Figure 1. The metal 1 layer (run 1).
Supply wires on this layer in grey.
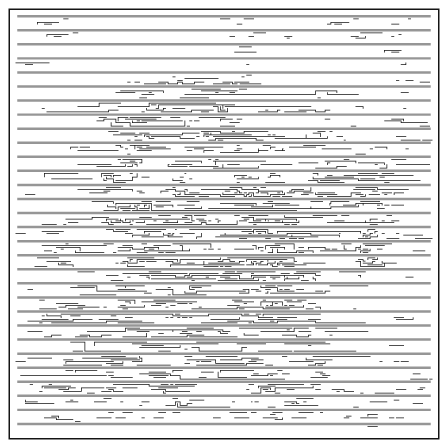
Figure 2. M2 wires (run 1).
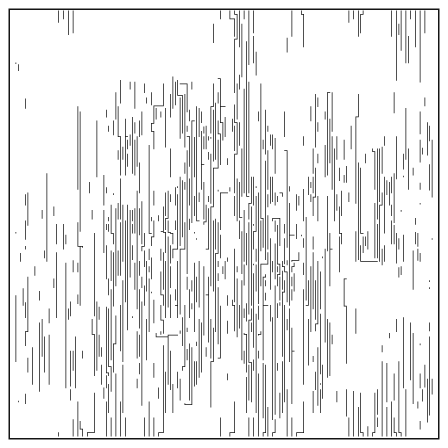
Figure 3. The metal 3 layer (run 1).
Scale bar: 20 um.
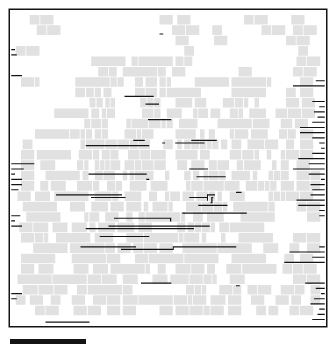
--- config.mk ---
export PLATFORM = sky130hd
export DESIGN_NAME = pe_array_sched_flat
export DESIGN_NICKNAME = d
export VERILOG_FILES = /design/src/rtl/pe_array_sched_if.sv /design/src/rtl/pe_array_sched.sv /design/src/flat_wrapper.sv
export SDC_FILE = /design/constraint.sdc
export NUM_CORES = 1
export LEC_CHECK = 0
export CAP_MARGIN = 0
export CORE_MARGIN = 1
export CORE_UTILIZATION = 45
export CTS_CLUSTER_DIAMETER = 100
export DETAILED_ROUTE_END_ITERATION = 8
export GPL_TIMING_DRIVEN = 0
export PLACE_DENSITY = 0.81
export SYNTH_ARGS = -nofsm -noshare
export SYNTH_HDL_FRONTEND = slang
export SYNTH_SLANG_ARGS = --single-unit
--- constraint.sdc ---
create_clock -name clk -period 7.55 [get_ports clk]
set_clock_uncertainty 0.2 [all_clocks]
set_input_delay 1.8875 -clock clk [delete_from_list [all_inputs] [get_ports clk]]
set_output_delay 1.8875 -clock clk [all_outputs]
set_load 0.005 [all_outputs]
--- src/rtl/pe_array_sched_if.sv ---
// Bundle of descriptor, global-buffer, X-bus, psum and sink signals for pe_array_sched.
// master = scheduler side; slave = environment side (global buffer, array, sink).
// Carries no logic; handshake timing is defined by the scheduler.
interface pe_array_sched_if #(
    parameter int DATA_WIDTH = 16,
    parameter int NUM_ROW    = 3,
    parameter int NUM_COL    = 3,
    parameter int CNT_WIDTH  = 8
);
    logic                         cfg_valid;
    logic                         cfg_ready;
    logic [CNT_WIDTH-1:0]         cfg_fltr_len;
    logic [CNT_WIDTH-1:0]         cfg_ifmap_len;
    logic [CNT_WIDTH-1:0]         cfg_psum_len;

    logic                         src_valid;
    logic                         src_ready;
    logic [DATA_WIDTH-1:0]        src_data;

    logic                         bus_valid;
    logic                         bus_ready;
    logic [DATA_WIDTH-1:0]        bus_data;
    logic [1:0]                   bus_type;
    logic [NUM_ROW*NUM_COL-1:0]   bus_pe_mask;

    logic                         psum_in_valid;
    logic                         psum_in_ready;
    logic [DATA_WIDTH-1:0]        psum_in_data;

    logic                         dst_valid;
    logic                         dst_ready;
    logic [DATA_WIDTH-1:0]        dst_data;

    logic                         busy;
    logic                         done;

    modport master (
        input  cfg_valid, cfg_fltr_len, cfg_ifmap_len, cfg_psum_len,
        input  src_valid, src_data, bus_ready, psum_in_valid, psum_in_data, dst_ready,
        output cfg_ready, src_ready, bus_valid, bus_data, bus_type, bus_pe_mask,
        output psum_in_ready, dst_valid, dst_data, busy, done
    );

    modport slave (
        output cfg_valid, cfg_fltr_len, cfg_ifmap_len, cfg_psum_len,
        output src_valid, src_data, bus_ready, psum_in_valid, psum_in_data, dst_ready,
        input  cfg_ready, src_ready, bus_valid, bus_data, bus_type, bus_pe_mask,
        input  psum_in_ready, dst_valid, dst_data, busy, done
    );
endinterface

--- src/rtl/pe_array_sched.sv ---
// Layer scheduler: filter rows per PE row, ifmap rows per anti-diagonal, then psum drain.
// Latency: zero-cycle combinational pass-through src->bus and psum->dst; phase change at next cycle.
// Backpressure: bus_ready drives src_ready, dst_ready drives psum_in_ready; stalls hold all counters.
module pe_array_sched #(
    parameter int DATA_WIDTH = 16,
    parameter int NUM_ROW    = 3,
    parameter int NUM_COL    = 3,
    parameter int CNT_WIDTH  = 8
) (
    input  logic               clk,
    input  logic               rst,
    pe_array_sched_if.master   io
);
    localparam int NUM_DIAG = NUM_ROW + NUM_COL - 1;
    localparam int GW       = (NUM_DIAG > 1) ? $clog2(NUM_DIAG) : 1;

    localparam logic [CNT_WIDTH-1:0] W_ONE = 1;
    localparam logic [GW-1:0]        G_ONE = 1;
    localparam logic [GW-1:0]        G_ROW_MAX  = GW'(NUM_ROW - 1);
    localparam logic [GW-1:0]        G_DIAG_MAX = GW'(NUM_DIAG - 1);

    typedef enum logic [2:0] {IDLE, FLTR, IFMAP, DRAIN, DONE} state_t;

    state_t               state, state_nxt;
    logic [CNT_WIDTH-1:0] w;
    logic [GW-1:0]        g;
    logic [CNT_WIDTH-1:0] fltr_len, ifmap_len, psum_len;

    logic                 beat;
    logic                 w_last;
    logic                 g_last;
    logic [CNT_WIDTH-1:0] cur_len;
    logic [GW-1:0]        g_max;

    // Earliest phase with work to do, in FLTR -> IFMAP -> DRAIN order.
    function automatic state_t first_phase(input logic [CNT_WIDTH-1:0] f,
                                           input logic [CNT_WIDTH-1:0] i,
                                           input logic [CNT_WIDTH-1:0] p);
        if (f != '0)      return FLTR;
        else if (i != '0) return IFMAP;
        else if (p != '0) return DRAIN;
        else              return DONE;
    endfunction

    // Pass-through data paths; qualified only by the valid signals.
    assign io.bus_data = io.src_data;
    assign io.dst_data = io.psum_in_data;

    // Per-phase word count and group limit used for wrap detection.
    always_comb begin
        cur_len = '0;
        g_max   = '0;
        case (state)
            FLTR:    begin cur_len = fltr_len;  g_max = G_ROW_MAX;  end
            IFMAP:   begin cur_len = ifmap_len; g_max = G_DIAG_MAX; end
            DRAIN:   begin cur_len = psum_len;  end
            default: ;
        endcase
        w_last = (w == cur_len - W_ONE);
        g_last = (g == g_max);
    end

    // Next-state, handshake and multicast mask decode.
    always_comb begin
        state_nxt        = state;
        beat             = 1'b0;
        io.cfg_ready     = 1'b0;
        io.src_ready     = 1'b0;
        io.bus_valid     = 1'b0;
        io.bus_type      = 2'b00;
        io.bus_pe_mask   = '0;
        io.psum_in_ready = 1'b0;
        io.dst_valid     = 1'b0;
        io.busy          = (state != IDLE);
        io.done          = 1'b0;
        case (state)
            IDLE: begin
                io.cfg_ready = 1'b1;
                if (io.cfg_valid)
                    state_nxt = first_phase(io.cfg_fltr_len, io.cfg_ifmap_len, io.cfg_psum_len);
            end
            FLTR: begin
                io.bus_valid = io.src_valid;
                io.src_ready = io.bus_ready;
                io.bus_type  = 2'b01;
                for (int i = 0; i < NUM_ROW; i++)
                    for (int j = 0; j < NUM_COL; j++)
                        io.bus_pe_mask[i*NUM_COL+j] = (i == int'(g));
                beat = io.src_valid && io.bus_ready;
                if (beat && w_last && g_last)
                    state_nxt = first_phase('0, ifmap_len, psum_len);
            end
            IFMAP: begin
                io.bus_valid = io.src_valid;
                io.src_ready = io.bus_ready;
                io.bus_type  = 2'b10;
                for (int i = 0; i < NUM_ROW; i++)
                    for (int j = 0; j < NUM_COL; j++)
                        io.bus_pe_mask[i*NUM_COL+j] = ((i + j) == int'(g));
                beat = io.src_valid && io.bus_ready;
                if (beat && w_last && g_last)
                    state_nxt = first_phase('0, '0, psum_len);
            end
            DRAIN: begin
                io.dst_valid     = io.psum_in_valid;
                io.psum_in_ready = io.dst_ready;
                beat = io.psum_in_valid && io.dst_ready;
                if (beat && w_last)
                    state_nxt = DONE;
            end
            DONE: begin
                io.done   = 1'b1;
                state_nxt = IDLE;
            end
            default: state_nxt = IDLE;
        endcase
    end

    // State register.
    always_ff @(posedge clk or posedge rst) begin
        if (rst) state <= IDLE;
        else     state <= state_nxt;
    end

    // Descriptor latch and word/group counters; counters restart on every phase change.
    always_ff @(posedge clk or posedge rst) begin
        if (rst) begin
            w         <= '0;
            g         <= '0;
            fltr_len  <= '0;
            ifmap_len <= '0;
            psum_len  <= '0;
        end else begin
            if (state == IDLE && io.cfg_valid) begin
                fltr_len  <= io.cfg_fltr_len;
                ifmap_len <= io.cfg_ifmap_len;
                psum_len  <= io.cfg_psum_len;
            end
            if (state_nxt != state) begin
                w <= '0;
                g <= '0;
            end else if (beat) begin
                if (w_last) begin
                    w <= '0;
                    g <= g + G_ONE;
                end else begin
                    w <= w + W_ONE;
                end
            end
        end
    end
endmodule

--- src/flat_wrapper.sv ---
// flat-port wrapper written by rule: the top's interface ports become plain ports
module pe_array_sched_flat 
#(
    parameter int DATA_WIDTH = 16,
    parameter int NUM_ROW    = 3,
    parameter int NUM_COL    = 3,
    parameter int CNT_WIDTH  = 8
)
  (clk, rst, io_cfg_valid, io_cfg_fltr_len, io_cfg_ifmap_len, io_cfg_psum_len, io_src_valid, io_src_data, io_bus_ready, io_psum_in_valid, io_psum_in_data, io_dst_ready, io_cfg_ready, io_src_ready, io_bus_valid, io_bus_data, io_bus_type, io_bus_pe_mask, io_psum_in_ready, io_dst_valid, io_dst_data, io_busy, io_done);
  pe_array_sched_if #(.DATA_WIDTH(DATA_WIDTH), .NUM_ROW(NUM_ROW), .NUM_COL(NUM_COL), .CNT_WIDTH(CNT_WIDTH)) io_i ();
  input  logic clk;
  input  logic rst;
  input wire logic [$bits(io_i.cfg_valid)-1:0] io_cfg_valid;
  input wire logic [$bits(io_i.cfg_fltr_len)-1:0] io_cfg_fltr_len;
  input wire logic [$bits(io_i.cfg_ifmap_len)-1:0] io_cfg_ifmap_len;
  input wire logic [$bits(io_i.cfg_psum_len)-1:0] io_cfg_psum_len;
  input wire logic [$bits(io_i.src_valid)-1:0] io_src_valid;
  input wire logic [$bits(io_i.src_data)-1:0] io_src_data;
  input wire logic [$bits(io_i.bus_ready)-1:0] io_bus_ready;
  input wire logic [$bits(io_i.psum_in_valid)-1:0] io_psum_in_valid;
  input wire logic [$bits(io_i.psum_in_data)-1:0] io_psum_in_data;
  input wire logic [$bits(io_i.dst_ready)-1:0] io_dst_ready;
  output wire logic [$bits(io_i.cfg_ready)-1:0] io_cfg_ready;
  output wire logic [$bits(io_i.src_ready)-1:0] io_src_ready;
  output wire logic [$bits(io_i.bus_valid)-1:0] io_bus_valid;
  output wire logic [$bits(io_i.bus_data)-1:0] io_bus_data;
  output wire logic [$bits(io_i.bus_type)-1:0] io_bus_type;
  output wire logic [$bits(io_i.bus_pe_mask)-1:0] io_bus_pe_mask;
  output wire logic [$bits(io_i.psum_in_ready)-1:0] io_psum_in_ready;
  output wire logic [$bits(io_i.dst_valid)-1:0] io_dst_valid;
  output wire logic [$bits(io_i.dst_data)-1:0] io_dst_data;
  output wire logic [$bits(io_i.busy)-1:0] io_busy;
  output wire logic [$bits(io_i.done)-1:0] io_done;
  assign io_i.cfg_valid = io_cfg_valid;
  assign io_i.cfg_fltr_len = io_cfg_fltr_len;
  assign io_i.cfg_ifmap_len = io_cfg_ifmap_len;
  assign io_i.cfg_psum_len = io_cfg_psum_len;
  assign io_i.src_valid = io_src_valid;
  assign io_i.src_data = io_src_data;
  assign io_i.bus_ready = io_bus_ready;
  assign io_i.psum_in_valid = io_psum_in_valid;
  assign io_i.psum_in_data = io_psum_in_data;
  assign io_i.dst_ready = io_dst_ready;
  assign io_cfg_ready = io_i.cfg_ready;
  assign io_src_ready = io_i.src_ready;
  assign io_bus_valid = io_i.bus_valid;
  assign io_bus_data = io_i.bus_data;
  assign io_bus_type = io_i.bus_type;
  assign io_bus_pe_mask = io_i.bus_pe_mask;
  assign io_psum_in_ready = io_i.psum_in_ready;
  assign io_dst_valid = io_i.dst_valid;
  assign io_dst_data = io_i.dst_data;
  assign io_busy = io_i.busy;
  assign io_done = io_i.done;
  pe_array_sched #(.DATA_WIDTH(DATA_WIDTH), .NUM_ROW(NUM_ROW), .NUM_COL(NUM_COL), .CNT_WIDTH(CNT_WIDTH)) u_core (.clk(clk), .rst(rst), .io(io_i));
endmodule
==> flow_summary.json, run 1 <==
{
  "detailed_place_hpwl_um": 5752,
  "antenna_cells": 0,
  "cts_buffers": 5,
  "status": "finished, violations left",
  "path_class": "input port to output pin",
  "drive_above_1_share": 0.2306,
  "synthCells": 312,
  "violations": "DRC",
  "cts_resized": 0,
  "synth_cell_types": 55,
  "clkTransAtPathRegs_ps": 70,
  "pin_count": 113,
  "synthFlopType": "dfrtp_1",
  "dieHeight_um": 82.80,
  "dp_slack_ps": 2370,
  "area_leaders": "dfrtp_1, mux2_2, buf_4, ha_1, xnor2_1",
  "core-area_mm2": 0.006314,
  "first_pass_iters": 6,
  "layout_setup_ws_ps": 2367,
  "p_leak_nw": 1.598,
  "clkPwrFrac": 0.102,
  "vdd_drop_max_mv": 0.1893,
  "antenna_found_initial": 0,
  "routed_via_density": 5.475,
  "fin_util": 0.6199,
  "setup_violations": 0,
  "drc": 2,
  "top_cells_by_count": "dfrtp_1, buf_4, mux2_2, nand2_1, a21oi_1",
  "hold_viol": 0,
  "rows": 29,
  "syn-cell-area_mm2": 0.002938,
  "final_cell_mix": "clkdlybuf4s50_1, dfrtp_1, buf_4, mux2_2, nand2_1",
  "start_kind": "input port",
  "cp.arrival_ps": 3100,
  "cellPowerDensity_mw_per_mm2": 334.1,
  "cts_tree": "built",
  "end_kind": "output pin",
  "post_dp_cell_area_mm2": 0.003835,
  "ctsHoldBuffers": 0,
  "routedWlPerCell_um": 15.23,
  "numPortBuffers": 80,
  "final_common_cell": "clkdlybuf4s50_1",
  "clkLatencyLatePin_ps": 290,
  "grt_overflow": 0,
  "hold_class": "flop to flop",
  "area_growth_pct": 33.22,
  "htreeDepth": 2,
  "crit_top_cell": "clkdlybuf4s50_1",
  "min_period_ps": 5183,
  "synth_seq_share": 0.3237,
  "grt_pass1_vias": 2665,
  "cts-root-buf": "clkbuf_8",
  "dp_cells": 469,
  "nFillCells": 550,
  "syn_nets": 382,
  "p_total_mw": 1.308,
  "yosys.cell_count.top_type": "dfrtp_1",
  "async_flop_share": 1.000,
  "p_int_mw": 0.7558,
  "synth-edff-count": 0,
  "first_iter_violations": 197,
  "swShare": 0.4219,
  "cts.sinks": 38,
  "nets": 469,
  "fin_setup_tns_ps": 0,
  "die_w_um": 82.80,
  "timing.rr.start": "u_core.state[0]$_DFF_PP0_",
  "avgSynthCellArea_um2": 9.416,
  "maxCapViolCount": 0,
  "slew_violations": 0,
  "finalNonFillerCells": 476,
  "hold_slack_ps": 318.9,
  "chip_area_mm2": 0.006856,
  "synth_stat.cells": 312,
  "fin_crit_sh": 0.6865,
  "initCoreUtil": 0.4653,
  "grt_pass1_wl_um": 12600,
  "max_freq_mhz": 192.9,
  "synth_flops": 38,
  "critical_path.cell_chain": "clkdlybuf4s50_1 > and3_1 > clkdlybuf4s50_1",
  "ant_nets": 0,
  "power_frac_seq": 0.268,
  "top_area_cell": "dfrtp_1",
  "warning_count": 29,
  "post_cts_buffers": 0,
  "critPathLaunch": "io_dst_ready",
  "worstHoldStart": "u_core.fltr_len[1]$_DFFE_PP0P_",
  "p_comb_frac": 0.631,
  "routabilityCongestion": 0.9177,
  "power.switching_mw": 0.5517,
  "worst_pin_slew_ps": 778.6,
  "relSlewSlack": 0.4802,
  "grt_start_max_net_pins": 39,
  "cp_max_fo": 3,
  "synth_warnings": 0,
  "required_ps": 5460,
  "slowest_stage": "clkdlybuf4s50_1",
  "final_area_mm2": 0.003914,
  "clk_path_buf_depth": 2,
  "grt_setup_unrepaired": "false",
  "max_stage_delay_ps": 530,
  "yosysChipArea_mm2": 0.002938,
  "grt_usage": 0.2245,
  "top_area_frac": 0.3237
}
About Figure 1:
wire length on this layer: 2970 um
longest straight run: 28.1 um
share of all routed wire: 41%
nets with wire on the layer: 409
main direction: horizontal
Routed WL: 7250 um
via count: 2606
met1 GRT Util: 0.2851

About Figure 2:
wire length on this layer: 3700 um
longest straight run: 29.9 um
share of all routed wire: 51%
main direction: vertical
nets with wire on the layer: 408
met2 Usage GRT: 0.3778

About Figure 3:
main direction: horizontal
longest straight run: 28.1 um
share of all routed wire: 6.2%
wire length on this layer: 448 um
nets with wire on the layer: 73
GR Util met3: 0.04573

==> run 1: cells by family after synthesis <==
logic type / synth area share
AOI/OAI and AO/OA: 0.1682
xor gates and xnor gates: 0.04174
adders and majority gates: 0.02981
buffers and inverters: 0.1307
DFF: 0.3237
muxes: 0.1193
and+or+nand+nor: 0.1865
==> run 1: final timing paths <==
check	endpoint	slack, ps	depth (start not counted)
max	io_psum_in_ready	2370	3
min	u_core.fltr_len[1]$_DFFE_PP0P_	320	1
max reg2reg	u_core.w[1]$_DFFE_PP0P_	3970	15
min reg2reg	u_core.fltr_len[1]$_DFFE_PP0P_	320	1
max in group asynchronous	u_core.ifmap_len[4]$_DFFE_PP0P_	4800	2
min in group asynchronous	u_core.w[0]$_DFFE_PP0P_	1850	2
==> run 1: layout make-up <==
cell class	count	area [um^2]	share of cell area
clock inverter	2	10.01	0.002558
sequential	38	950.9	0.2430
clock buffer	5	68.82	0.01758
tap	77	96.34	0.02462
timing repair buffer	80	800.8	0.2046
inverter	14	52.55	0.01343
multi-input combinational	213	1603	0.4095
buffer	47	331.6	0.08472
==> run 1: critical path, delay by kind of cell <==
kind,cells,cell delay [ps]
buffers and inverters,2,1030
AND/OR/NAND/NOR,1,170
==> run 1: power by group through the flow <==
stage,Combinational (mW),Sequential [mW],Clock (mW)
global route,0.899,0.360,0.145
global placement,0.796,0.345,0
finish,0.825,0.350,0.133
CTS,0.824,0.348,0.136
detailed placement,0.820,0.350,0
floorplan,0.608,0.322,0
==> run 1: metal layers <==
metal / vias up / part of all wire / track usage / wire length [um]
met5: - / 0 / 0 / 0
met4: 0 / 0.018 / 0.08150 / 134
met2: 102 / 0.51 / 0.3778 / 3701
met1: 1234 / 0.41 / 0.2851 / 2966
met3: 12 / 0.062 / 0.04573 / 447
li1: 1258 / - / - / -
==> inputs of run 2 (changes only) <==
CORE_UTILIZATION = 40   (was 45)
PLACE_DENSITY = 0.76   (was 0.81)
clock period = 4.5 ns   (was 7.55 ns; I/O delays follow)
==> run 2 against run 1 <==
Net effect:
- the flow now finishes without violations
- non-clock buffer count unchanged
- largest power group unchanged
- final cell count increased by 4.2%
- first-iteration DRC count decreased by 36%
- via count decreased by 0.19%
- wire length decreased by 1.8%
- die area increased by 12%
- critical endpoint is now io_bus_pe_mask[6]
- hold slack improved by 8.5 ps
- sequential cell count unchanged
- synthesized cell count unchanged
- critical path depth increased by 5
- largest cell class unchanged
- design area increased by 1.0%
- utilization decreased by 5.1 points
==> flow_summary.json, run 2 <==
{
  "power.switching_mw": 0.9162,
  "warning_count": 29,
  "cellPowerDensity_mw_per_mm2": 557.4,
  "drive_above_1_share": 0.2325,
  "p_int_mw": 1.288,
  "nets": 469,
  "synthFlopType": "dfrtp_1",
  "cts_tree": "built",
  "crit_buf_inv": 4,
  "yosys.cell_count.top_type": "dfrtp_1",
  "synth_warnings": 0,
  "worst_pin_slew_ps": 780.0,
  "routedWlPerCell_um": 14.35,
  "syn-cell-area_mm2": 0.002938,
  "ctsHoldBuffers": 0,
  "cts_buffers": 5,
  "min_period_ps": 3742,
  "cts_resized": 0,
  "chip_area_mm2": 0.007691,
  "synth_cell_types": 55,
  "first_iter_violations": 126,
  "nFillCells": 626,
  "numPortBuffers": 80,
  "maxCapViolCount": 0,
  "worstHoldEndpoint": "u_core.fltr_len[0]$_DFFE_PP0P_",
  "worstHoldStart": "u_core.fltr_len[0]$_DFFE_PP0P_",
  "hold_viol": 0,
  "p_leak_nw": 1.601,
  "die_w_um": 87.70,
  "clkPwrFrac": 0.114,
  "ys_sh_aoi": 0.1682,
  "first_pass_iters": 4,
  "synthCells": 312,
  "top_cells_by_count": "dfrtp_1, buf_4, mux2_2, nand2_1, a21oi_1",
  "top_area_frac": 0.3237,
  "rows": 30,
  "avgSynthCellArea_um2": 9.416,
  "seq_power_mw": 0.581,
  "hold_path_depth": 1,
  "hold_slack_ps": 327.4,
  "required_ps": 3170,
  "grt_pass1_vias": 2445,
  "clkLatencyLatePin_ps": 300,
  "final_cell_mix": "clkdlybuf4s50_1, dfrtp_1, buf_4, mux2_2, nand2_1",
  "max_freq_mhz": 267.3,
  "vdd_drop_max_mv": 0.3080,
  "syn_nets": 382,
  "antenna_found_initial": 0,
  "area_growth_pct": 34.58,
  "grt_overflow": 0,
  "p_comb_frac": 0.622,
  "p_comb_mw": 1.37,
  "xor_share": 0.04174,
  "reg2reg_depth": 15,
  "adder_share": 0.02981,
  "core-area_mm2": 0.006944,
  "end_kind": "output pin",
  "swShare": 0.4157,
  "power_frac_seq": 0.264,
  "cts-root-buf": "clkbuf_8",
  "fin_crit_sh": 0.8315,
  "fin_setup_tns_ps": 0,
  "top_area_cell": "dfrtp_1",
  "dieHeight_um": 87.70,
  "synth-edff-count": 0,
  "synth_stat.cells": 312,
  "critical_path.cell_chain": "buf_2 > or3b_1 > buf_2 > inv_1 > nor2_1 > nor2_1 > and2_1 > clkdlybuf4s50_1",
  "cp.arrival_ps": 2420,
  "synth_flops": 38,
  "yosysChipArea_mm2": 0.002938,
  "async_flop_share": 1.000,
  "grt_pass1_wl_um": 11510,
  "pin_count": 113,
  "antenna_cells": 0,
  "simple_gate_area_frac": 0.1865,
  "grt_setup_unrepaired": "false",
  "seqCellArea_um2": 950.9,
  "area_leaders": "dfrtp_1, mux2_2, buf_4, ha_1, xnor2_1",
  "status": "complete, no violations",
  "comb_area_mm2": 0.001603,
  "hold_class": "flop to flop",
  "rrSetupSlack_ps": 950,
  "setup_violations": 0,
  "cp_top_family": "buffers and inverters",
  "largestPowerGroup": "combinational cells",
  "cp_max_fo": 9,
  "grt_start_max_net_pins": 39,
  "relSlewSlack": 0.4792,
  "ant_nets": 0,
  "cts.sinks": 38,
  "synthMuxAreaShare": 0.1193,
  "slowest_stage": "clkdlybuf4s50_1",
  "grt_usage": 0.1937,
  "drc": 0,
  "timing.rr.start": "u_core.state[0]$_DFF_PP0_",
  "path_class": "flop to output pin",
  "worst-path-stages": 8
}
run 2: cell counts after synthesis:
Identical to the previous run, type by type.
run 2: layer usage:
metal	share of wire	GRT usage	wire (um)
met1	0.45	0.2491	3231
met4	0.0091	0.05961	65
met2	0.49	0.3284	3454
met3	0.052	0.03770	367
met5	0	0	0
run 2: how the worst max path moves through the flow:
stage / slack, ps / endpoint
floorplan: 1320 / u_core.w[1]$_DFFE_PP0P_
global placement: 600 / u_core.w[1]$_DFFE_PP0P_
detailed placement: 580 / u_core.w[1]$_DFFE_PP0P_
CTS: 750 / io_bus_pe_mask[6]
global route: 600 / io_bus_pe_mask[6]
finish: 760 / io_bus_pe_mask[6]
run 2: layout make-up:
class | count | area share
Clock buffer | 6 | 0.02089
Sequential cell | 38 | 0.2405
Timing Repair Buffer | 80 | 0.2025
Inverter | 14 | 0.01329
Buffer | 47 | 0.08386
Multi-Input combinational cell | 213 | 0.4054
Clock inverter | 2 | 0.003165
Tap cell | 96 | 0.03038
run 2: cell families (layout without fill, tap and decap cells):
group	after synthesis	in the layout
adders and majority gates	7	7
and+or+nand+nor	99	99
AOI/OAI and AO/OA	61	61
buffers and inverters	61	149
DFF	38	38
muxes	32	32
xor gates and xnor gates	14	14
run 2: metrics by stage:
stage	total power, mW	util	setup slack (ps)	cell area, um^2	cells
after detailed placement	1.950	0.5557	581.7	3859	488
final	2.204	0.5694	758.3	3954	496
after global routing	2.370	0.5694	599.6	3954	496
after floorplan	1.560	-	1323	2938	312
after CTS	2.208	0.5694	751.6	3954	496
after global placement	1.921	0.5557	599.7	3859	488
Figure 4. Selected gate families (run 2).
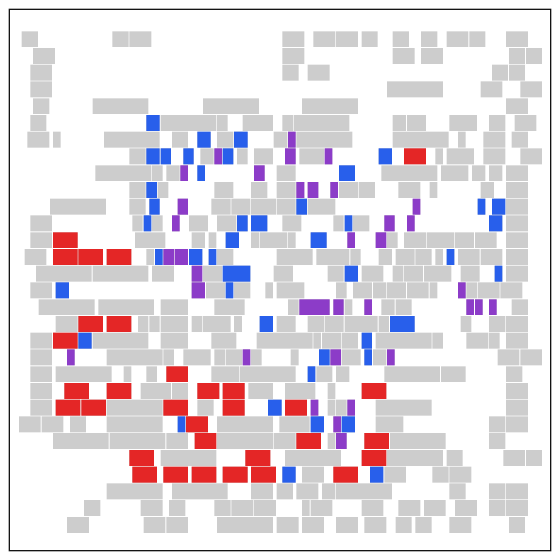
[nand cells] purple | cells: 35 | most used: nand2_1
[nor cells] blue | cells: 44 | most used: nor2_1
[mux cells] red | cells: 32 | most used: mux2_2
Comb/total area: 0.4054
fin cells: 496
dominant logic cell type in the layout: clkdlybuf4s50_1

Figure 5. The metal 1 layer (run 2).
Supply wires on this layer in grey.
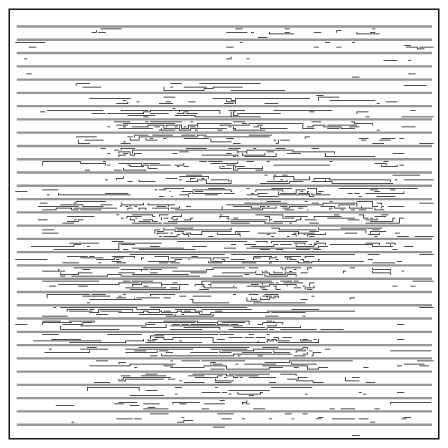
main direction: horizontal
nets with wire on the layer: 404
longest straight run: 25.3 um
Routed WL: 7118 um
met1 GRT Util: 0.2491
via count: 2601

Figure 6. The metal 3 layer (run 2).
Scale bar: 20 um.
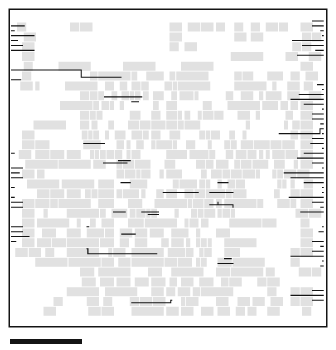
GR Util met3: 0.03770

==> inputs of run 3 (changes only) <==
CORE_UTILIZATION = 45   (was 40)
PLACE_DENSITY = 0.81   (was 0.76)
clock period = 3.65 ns   (was 4.5 ns; I/O delays follow)
==> run 3 against run 2 <==
Net effect:
- largest cell class unchanged
- largest power group unchanged
- global-route usage is 3.1 points higher
- count of clock-buffer cells in the layout decreased by 1
- first-iteration DRC count rose by 50%
- synthesized cell count unchanged
- critical endpoint is now io_bus_pe_mask[0]
- combinational power rose by 25%
- sequential cell count unchanged
- wire length rose by 2.8%
- the run now ends with DRC left
==> flow_summary.json, run 3 <==
{
  "status": "finished, violations left",
  "violations": "DRC",
  "grt_usage": 0.2245,
  "dieHeight_um": 82.80,
  "grt_setup_unrepaired": "false",
  "dp_cells": 469,
  "cp_max_fo": 9,
  "syn-cell-area_mm2": 0.002938,
  "synth_flops": 38,
  "finalNonFillerCells": 476,
  "comb-cell-share": 0.4107,
  "syn_nets": 382,
  "clkbuf_count": 5,
  "routedWlPerCell_um": 15.37,
  "drc": 2,
  "initCoreUtil": 0.4653,
  "yosys.cell_count.top_type": "dfrtp_1",
  "cts_buffers": 5,
  "worst_pin_slew_ps": 780.1,
  "timing.rr.start": "u_core.state[1]$_DFF_PP0_",
  "seq_area_frac": 0.2425,
  "synth_seq_share": 0.3237,
  "hold_slack_ps": 326.4,
  "seqCellArea_um2": 950.9,
  "grt_pass1_wl_um": 12600,
  "post_dp_cell_area_mm2": 0.003835,
  "drive_above_1_share": 0.2356,
  "top_area_frac": 0.3237,
  "warning_count": 29,
  "start_kind": "flop",
  "top_cells_by_count": "dfrtp_1, buf_4, mux2_2, nand2_1, a21oi_1",
  "slew_violations": 0,
  "required_ps": 2540,
  "cts_tree": "built",
  "end_kind": "output pin",
  "yosysChipArea_mm2": 0.002938,
  "numPortBuffers": 80,
  "n_tap_cell": 77,
  "first_pass_iters": 6,
  "final_cell_mix": "clkdlybuf4s50_1, dfrtp_1, buf_4, mux2_2, nand2_1",
  "route.met2.wl_um": 3717,
  "antenna_found_initial": 0,
  "routed.top_layer": "met4",
  "worstHoldStart": "u_core.fltr_len[1]$_DFFE_PP0P_",
  "nFillCells": 550,
  "detailed_place_hpwl_um": 5752,
  "clkTransAtPathRegs_ps": 70,
  "p_leak_nw": 1.603,
  "setup_violations": 0,
  "inverters": 14,
  "synth_warnings": 0,
  "area_leaders": "dfrtp_1, mux2_2, buf_4, ha_1, xnor2_1",
  "maxCapViolCount": 0,
  "wl_met3_um": 503,
  "dp_slack_ps": -27.46,
  "grt_pass1_vias": 2665,
  "routed_via_density": 5.523,
  "min_period_ps": 3464,
  "synth_cell_types": 55,
  "core-area_mm2": 0.006314,
  "area_growth_pct": 33.48,
  "hold_class": "flop to flop",
  "grt_overflow": 0,
  "layout_setup_ws_ps": 186.2,
  "die_w_um": 82.80,
  "htreeDepth": 2,
  "cp.arrival_ps": 2350,
  "met1_length_um": 2963,
  "nets": 469,
  "fin_crit_sh": 0.9490,
  "vdd_drop_max_mv": 0.3902,
  "post_cts_buffers": 0,
  "final_area_mm2": 0.003921,
  "final_common_cell": "clkdlybuf4s50_1",
  "clk_path_buf_depth": 2,
  "grt_start_max_net_pins": 39,
  "flop-count": 38,
  "antenna_cells": 0,
  "cts.sinks": 38,
  "largestClassByArea": "multi-input combinational cells",
  "worstHoldEndpoint": "u_core.fltr_len[1]$_DFFE_PP0P_",
  "rr_endpoint": "u_core.w[1]$_DFFE_PP0P_",
  "synth-edff-count": 0,
  "relSlewSlack": 0.4792,
  "hold_path_depth": 1,
  "hold_viol": 0,
  "reg2reg_depth": 14,
  "cellPowerDensity_mw_per_mm2": 692.5,
  "rows": 29,
  "max_freq_mhz": 288.7,
  "p_total_mw": 2.715,
  "synth_stat.cells": 312,
  "grtUsageMet2": 0.3778,
  "top_area_cell": "dfrtp_1",
  "routabilityCongestion": 0.9177,
  "buffers": 127,
  "fin_setup_tns_ps": 0,
  "async_flop_share": 1.000,
  "pin_count": 113,
  "synthCells": 312,
  "buf_share": 0.2888,
  "rrSetupSlack_ps": 220,
  "synthFlopType": "dfrtp_1",
  "first_iter_violations": 189,
  "avgSynthCellArea_um2": 9.416,
  "ant_nets": 0,
  "clk_share": 0.02010,
  "comb_cells": 213,
  "top_usage_layer": "met2",
  "fin_util": 0.6211,
  "chip_area_mm2": 0.006856,
  "comb_area_mm2": 0.001610,
  "cts-root-buf": "clkbuf_8",
  "path_class": "flop to output pin",
  "clkLatencyLatePin_ps": 290
}
run 3: cell count changes in the layout (fill, tap and decap cells not counted):
cell	delta
clkbuf_8	-1
clkinv_2	+1
clkinvlp_4	-1
inv_1	-1
inv_2	+1
o41ai_1	-1
o41ai_2	+1
run 3: how the worst max path moves through the flow:
| stage | slack (ps) | depth (start not counted) | to | from |
|---|---|---|---|---|
| global placement | 0.05 | 9 | u_core.w[1]$_DFFE_PP0P_ | io_cfg_ifmap_len[7] |
| CTS | 70 | 15 | u_core.w[1]$_DFFE_PP0P_ | u_core.state[0]$_DFF_PP0_ |
| finish | 190 | 8 | io_bus_pe_mask[0] | u_core.state[2]$_DFF_PP0_ |
| floorplan | 470 | 15 | u_core.w[1]$_DFFE_PP0P_ | u_core.state[0]$_DFF_PP0_ |
| global route | 40 | 15 | u_core.w[1]$_DFFE_PP0P_ | u_core.state[0]$_DFF_PP0_ |
| detailed placement | -30 | 9 | u_core.w[1]$_DFFE_PP0P_ | io_cfg_ifmap_len[7] |
run 3: critical path, cell delays in order (launching register included):
cell,delay [ps]
dfrtp_1,350
buf_2,190
or3b_1,350
buf_2,170
inv_2,120
nor2_1,90
nor2_1,140
and2_1,150
clkdlybuf4s50_1,490
run 3: cell families (layout without fill, tap and decap cells):
group	Yosys count	count (layout)	share of synthesized area
AND-OR/OR-AND	61	61	0.1682
XOR/XNOR	14	14	0.04174
adder cells (fa/ha/maj)	7	7	0.02981
buffers and inverters	61	148	0.1307
flip-flops	38	38	0.3237
multiplexers	32	32	0.1193
AND/OR/NAND/NOR	99	99	0.1865
run 3: what timing repair did:
item	in CTS	in global routing
hold buffers	0	0
endpoints found under the setup margin	0	12
gates resized	0	2
run 3: power breakdown:
group | switching, mW | internal, mW
logic | 0.856 | 0.858
clock network | 0.148 | 0.128
registers | 0.146 | 0.579
Figure 7. Signal wires on met4 (run 3).
Supply wires on this layer in grey.
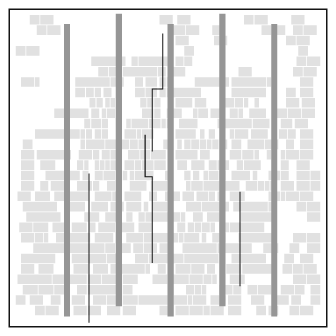
main direction: vertical
share of all routed wire: 1.8%
Routed WL: 7317 um
via count: 2629

Figure 8. The metal 1 layer (run 3).
Supply wires on this layer in grey.
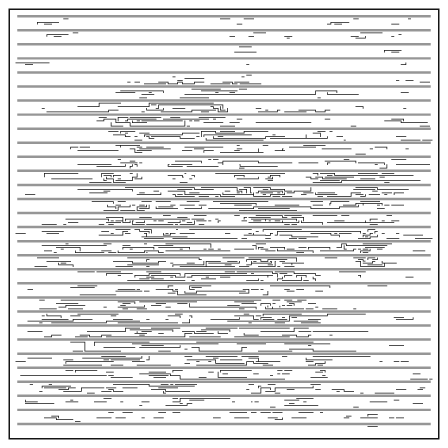
share of all routed wire: 41%
main direction: horizontal
longest straight run: 38.6 um
wire length on this layer: 2960 um
met1 GRT Util: 0.2851

Figure 9. The metal 3 layer (run 3).
Scale bar: 20 um.
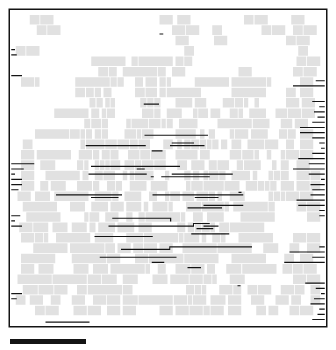
main direction: horizontal
nets with wire on the layer: 73
wire length on this layer: 504 um
longest straight run: 23.5 um
share of all routed wire: 6.9%
GR Util met3: 0.04573


==> gallery <==
Clock nets.
image #1
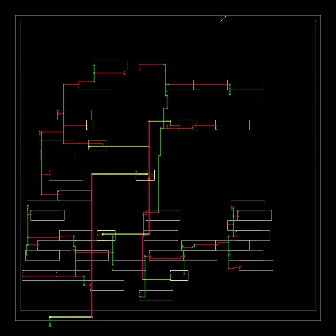
image #2
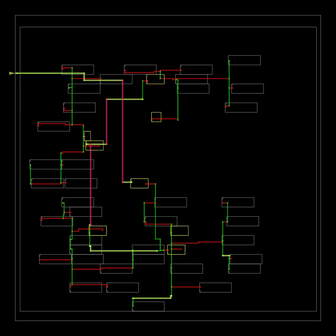
- image #1 = run 1
- image #2 = run 2

Power figures rest on the tool's default switching activity, not on a simulated workload.
